Run 1, congestion heat map:
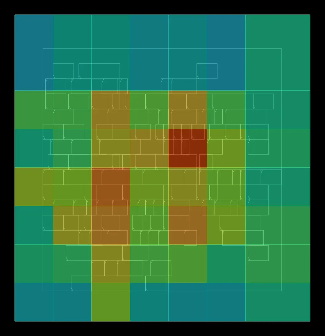
Run 1, wiring by layer:
(6 px per um) Only two layers are drawn.
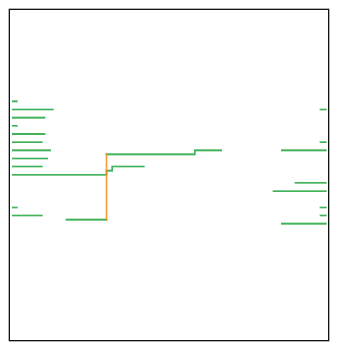
Run 1, gate-type map:
(8 px per um)
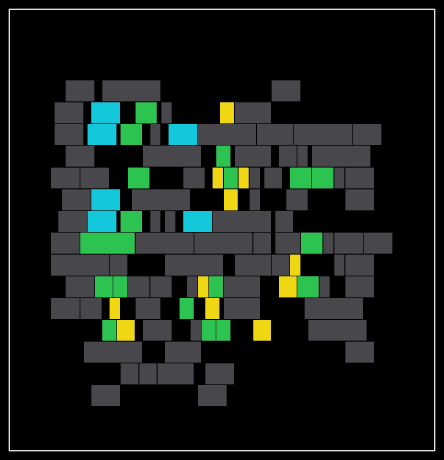
==> config.mk <==
export PLATFORM = sky130hd
export DESIGN_NAME = lab5_3_seq
export DESIGN_NICKNAME = d
export VERILOG_FILES = /design/src/rtl/lab5_3_seq.sv
export SDC_FILE = /design/constraint.sdc
export NUM_CORES = 1
export LEC_CHECK = 0
export CORE_AREA = 5 5 48 50
export CTS_BUF_LIST = sky130_fd_sc_hd__clkbuf_4 sky130_fd_sc_hd__clkbuf_8 sky130_fd_sc_hd__clkbuf_16
export DETAILED_ROUTE_END_ITERATION = 16
export DIE_AREA = 0 0 53 55
export PLACE_DENSITY = 0.84
export SLEW_MARGIN = 20
export SYNTH_ARGS = -nofsm -noshare
export SYNTH_HDL_FRONTEND = slang
export SYNTH_SLANG_ARGS = --single-unit
==> constraint.sdc <==
create_clock -name Clock -period 3 [get_ports Clock]
set_clock_uncertainty 0.05 [all_clocks]
set_input_delay 0.45 -clock Clock [delete_from_list [all_inputs] [get_ports Clock]]
set_output_delay 0.45 -clock Clock [all_outputs]
set_load 0.03 [all_outputs]
==> flow_metrics.tcl, run 1 <==
# yosys + openroad results
set metrics [dict create \
    clock-sinks 14 \
    clk_pin_slew_ns 0.08 \
    ys_sh_adder 0.132 \
    register_area_um2 280 \
    layout_setup_ws_ns 0.499 \
    grt_max_degree 15 \
    crit_path_start_kind "flop" \
    worstSkewPairLatency_ns 0.28 \
    fmax_mhz 400 \
    synth_seq_share 0.370 \
    ys_sh_aoi 0.186 \
    cpPeakStageDelay_ns 0.66 \
    crit_path_cell_trace "inv_1 > ha_1 > nand2_1 > o22a_1 > inv_1 > clkdlybuf4s50_1" \
    power_density_nw_per_um2 524 \
    fillerInstances 172 \
    place_inst 133 \
    ys_sh_xor 0 \
    stdcell_area_um2 1050 \
    yosysWarnings 0 \
    path_max_fanout 5 \
    fp_nets 104 \
    io_pins 25 \
    tap_cells 27 \
    power_uw 548 \
    hold_ws_ns 0.437 \
    ctsHoldBuffers 0 \
    crit_buf_inv 3 \
    cp_top_family "buffers and inverters" \
    cp.arrival_ns 2.00 \
    cts_buffer_depth 2 \
    hold_depth 2 \
    ys_cells 84 \
    nNetsFinal 131 \
    cp.depth 6 \
    relSlewSlack 0.677 \
    reg2reg_depth 5 \
    edf_count 0 \
    ys_area_um2 758 \
    simple_gate_share 0.196 \
    grt-ovfl-total 0 \
    cap_violations 0 \
    grt_pass1_vias 597 \
    clkCellAreaFrac 0.0215 \
    synthArstFlopShare 0 \
    avgSynthCellArea_um2 9.03 \
    inverters 5 \
    logic_area_um2 450 \
    warnings 32 \
    seq_share 0.268 \
    via_per_inst 4.76 \
    nonClkBufAreaFrac 0.230 \
    cts_tree "yes" \
    pre_cts_ws_ns 0.802 \
    ys.flops 14 \
    fp.dieH_um 55 \
    die_width_um 53 \
    layout-drive-gt1-share 0.0550 \
    status "completed" \
    r2r_slack_ns 1.42 \
    flop_cell "dfxtp_1" \
    place.gp.congestion 0.749 \
]
Back to the opening pictures, 'congestion heat map':
met1 Resource Use GR: 0.104
GR Util met3: 0.0590
final core occ: 0.562

Back to the opening pictures, 'wiring by layer':
Key: M4 = orange [wire length 10.9 um]; M3 = green [wire length 127 um]
via count: 648
DRT Wirelength: 1.44 mm
All-Layer GR Usage: 0.113

Back to the opening pictures, 'gate-type map':
Key: nand cells = yellow [cells 11, most used nand2_1]; mux cells = cyan [cells 6, most used mux2i_1]; aoi and oai cells = green [cells 18, most used a211oi_1]
Finished Layout Cells: 136
most numerous logic cell after layout: clkdlybuf4s50_1
Comb area share: 0.431

==> run 1: synthesized netlist by cell type, drive strengths merged (2+ instances only) <==
cell,n,area [um2]
a211oi,8,60.1
a21oi,6,30.0
and2,5,31.3
dfxtp,14,280
ha,8,100
inv,5,18.8
mux2i,6,60.1
nand2,5,18.8
nand2b,3,18.8
nand3,3,15.0
nor2,8,30.0
nor2b,2,12.5
o21ai,2,10.0
==> run 1: routing by layer <==
metal | global-route usage | wire length, um
met3 | 0.0590 | 127
met1 | 0.104 | 582
met4 | 0.0383 | 10
met2 | 0.215 | 715
met5 | 0 | 0
==> run 1: report_power, final <==
part           internal [uW]  total (uW)  switching (uW)
sequential               211         228            17.4
combinational           97.6         215             118
clock                   46.6         105            58.4
Run 1, zoomed window:
Region (12, 24) to (42, 54) um. Cells in grey, sequential cells in the stronger grey; small squares are vias.
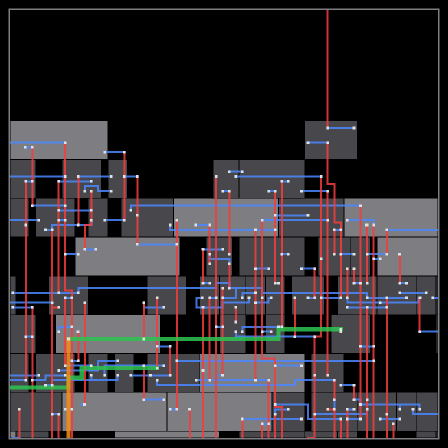

==> run 2: changes to the inputs <==
clock period = 2.5 ns   (was 3 ns; I/O delays follow)
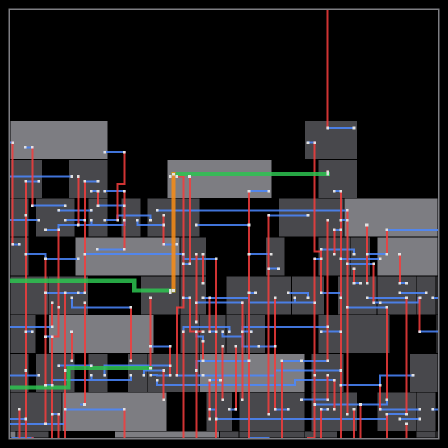
Run 2: zoomed window
Region (12, 24) to (42, 54) um. Cells in grey, sequential cells in the stronger grey; small squares are vias.
Key: M3 = green; M1 = blue; M4 = orange; M2 = red
47 logic cells have their middle in the window. Most frequent: dfxtp_1 (8), nor2_1 (7), a211oi_1 (7). Sequential cells in the window: 8.

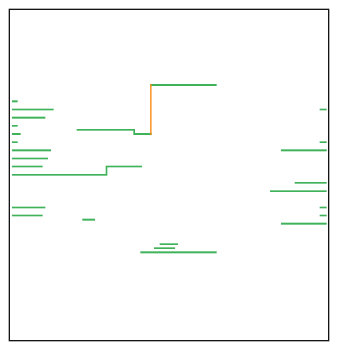
Run 2: wiring by layer
(6 px per um) Only two layers are drawn.
Key: M3 = green [wire length 141 um]; M4 = orange [wire length 8.20 um]
DRT Wirelength: 1.43 mm
All-Layer GR Usage: 0.111

==> flow_metrics.tcl, run 2 <==
# yosys + openroad results
set metrics [dict create \
    worstSkewPairLatency_ns 0.28 \
    cts_resized 0 \
    numCtsBuffers 3 \
    p_switching_uw 235 \
    io_pins 25 \
    seq_cell_power_uw 273 \
    hold_viol 0 \
    synthCells 84 \
    final-setup-viol-count 0 \
    wl_met3_um 140 \
    fmax_mhz 433 \
    p_comb_frac 0.372 \
    endpoint_kind "output pin" \
    top_cells_by_count "dfxtp_1 (14), a211oi_1 (8), ha_1 (8), nor2_1 (8)" \
    grt_pass1_wl_mm 2.30 \
    drc 0 \
    met1_usage 0.102 \
    diodes 0 \
    stdcell_area_um2 1060 \
    largest_area_cell "dfxtp_1" \
    hold_depth 2 \
    ctsHoldBuffers 0 \
    highest_layer "met4" \
    coreArea_um2 1860 \
    ys_area_um2 758 \
    final_util 0.571 \
    r2r_slack_ns 0.94 \
    avgSynthCellArea_um2 9.03 \
    synthArstFlopShare 0 \
    dp_hpwl_mm 1.19 \
    register_area_um2 280 \
    cp_top_family "buffers and inverters" \
    p_int_uw 458 \
    peakVddDrop_uv 405 \
    edf_count 0 \
    grt-ovfl-total 0 \
    top_cell_area_share 0.370 \
    die_width_um 53 \
    htree_num_levels 1 \
    post-cts-setup-buffer-count 0 \
    relSlewSlack 0.684 \
    area_growth_pct 40.1 \
    grt_max_degree 15 \
    period_minus_slack_ns 2.31 \
    p_leak_uw 0.000417 \
    fp_nets 104 \
    reg2reg_depth 5 \
    path_max_fanout 8 \
    drt-met1-wl_um 560 \
    vias 658 \
    seqPwrFrac 0.394 \
    fp.dieH_um 55 \
    cts_tree "yes" \
    pre_cts_ws_ns 0.394 \
    place_inst 133 \
    place.gp.congestion 0.749 \
    area_leaders "dfxtp_1 (37%), ha_1 (13%), mux2i_1 (7.9%)" \
    ys_cells 84 \
    flop_cell "dfxtp_1" \
    synth_seq_share 0.370 \
    p_sw_frac 0.339 \
    antenna_found_initial 0 \
    crit_path_start_kind "flop" \
    cpPeakStageDelay_ns 0.69 \
    clk_pin_slew_ns 0.08 \
    top_power_group "registers" \
    wl_met2_um 720 \
    logic_area_um2 450 \
    fillerInstances 177 \
    finalMaxSlewViolations 0 \
    finalNonFillerCells 137 \
    via_per_inst 4.80 \
    nNetsFinal 131 \
    clockPowerShare 0.234 \
    warnings 32 \
    yosysWarnings 0 \
    io_buffers 24 \
    cts_buffer_depth 2 \
    dr.pass1.iters 4 \
    yosysMostFrequentCell "dfxtp_1" \
    power_density_nw_per_um2 653 \
    clk-power_uw 162 \
    hold_ws_ns 0.435 \
    synth_cell_type_count 22 \
    grt_pass1_vias 592 \
    layout_setup_ws_ns 0.190 \
    crit_path_cell_trace "inv_1 > ha_1 > and2_1 > clkdlybuf4s50_1" \
    cp.depth 4 \
    rows 16 \
    cp.arrival_ns 1.88 \
    drt.antenna.violating_nets 0 \
    finalClockPeriodUsage 0.924 \
    crit_buf_inv 2 \
    ys.flops 14 \
    status "completed" \
    drt-initial-drc-count 9 \
    placed_cell_area_um2 1020 \
    use_met2 0.213 \
    layout-drive-gt1-share 0.0636 \
    cap_violations 0 \
    clock-sinks 14 \
    powerComb_uw 258 \
    power_uw 693 \
    layout_top_cell "clkdlybuf4s50_1" \
]
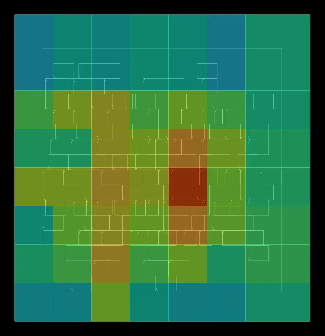
Run 2: congestion heat map
GR Util met3: 0.0509
GRT Max-Usage Layer: met2

-- run 2: cell count changes in the layout (fill, tap and decap cells not counted) --
cell,change
clkbuf_8,+1
clkdlybuf4s50_1,-1
dlymetal6s2s_1,+1
-- run 2: area by class of cell --
| class | instances | share of cell area |
|---|---|---|
| clock buffers | 4 | 0.0342 |
| inverters | 5 | 0.0177 |
| multi-input cells | 63 | 0.424 |
| flip-flops and latches | 14 | 0.264 |
| well taps | 27 | 0.0318 |
| repair buffers | 24 | 0.229 |
-- run 2: cells by family after synthesis --
group,Yosys count,share of synthesized area
adders and majority gates,8,0.132
DFF,14,0.370
buffers and inverters,7,0.0363
muxes,6,0.0792
AOI/OAI and AO/OA,20,0.186
and+or+nand+nor,29,0.196
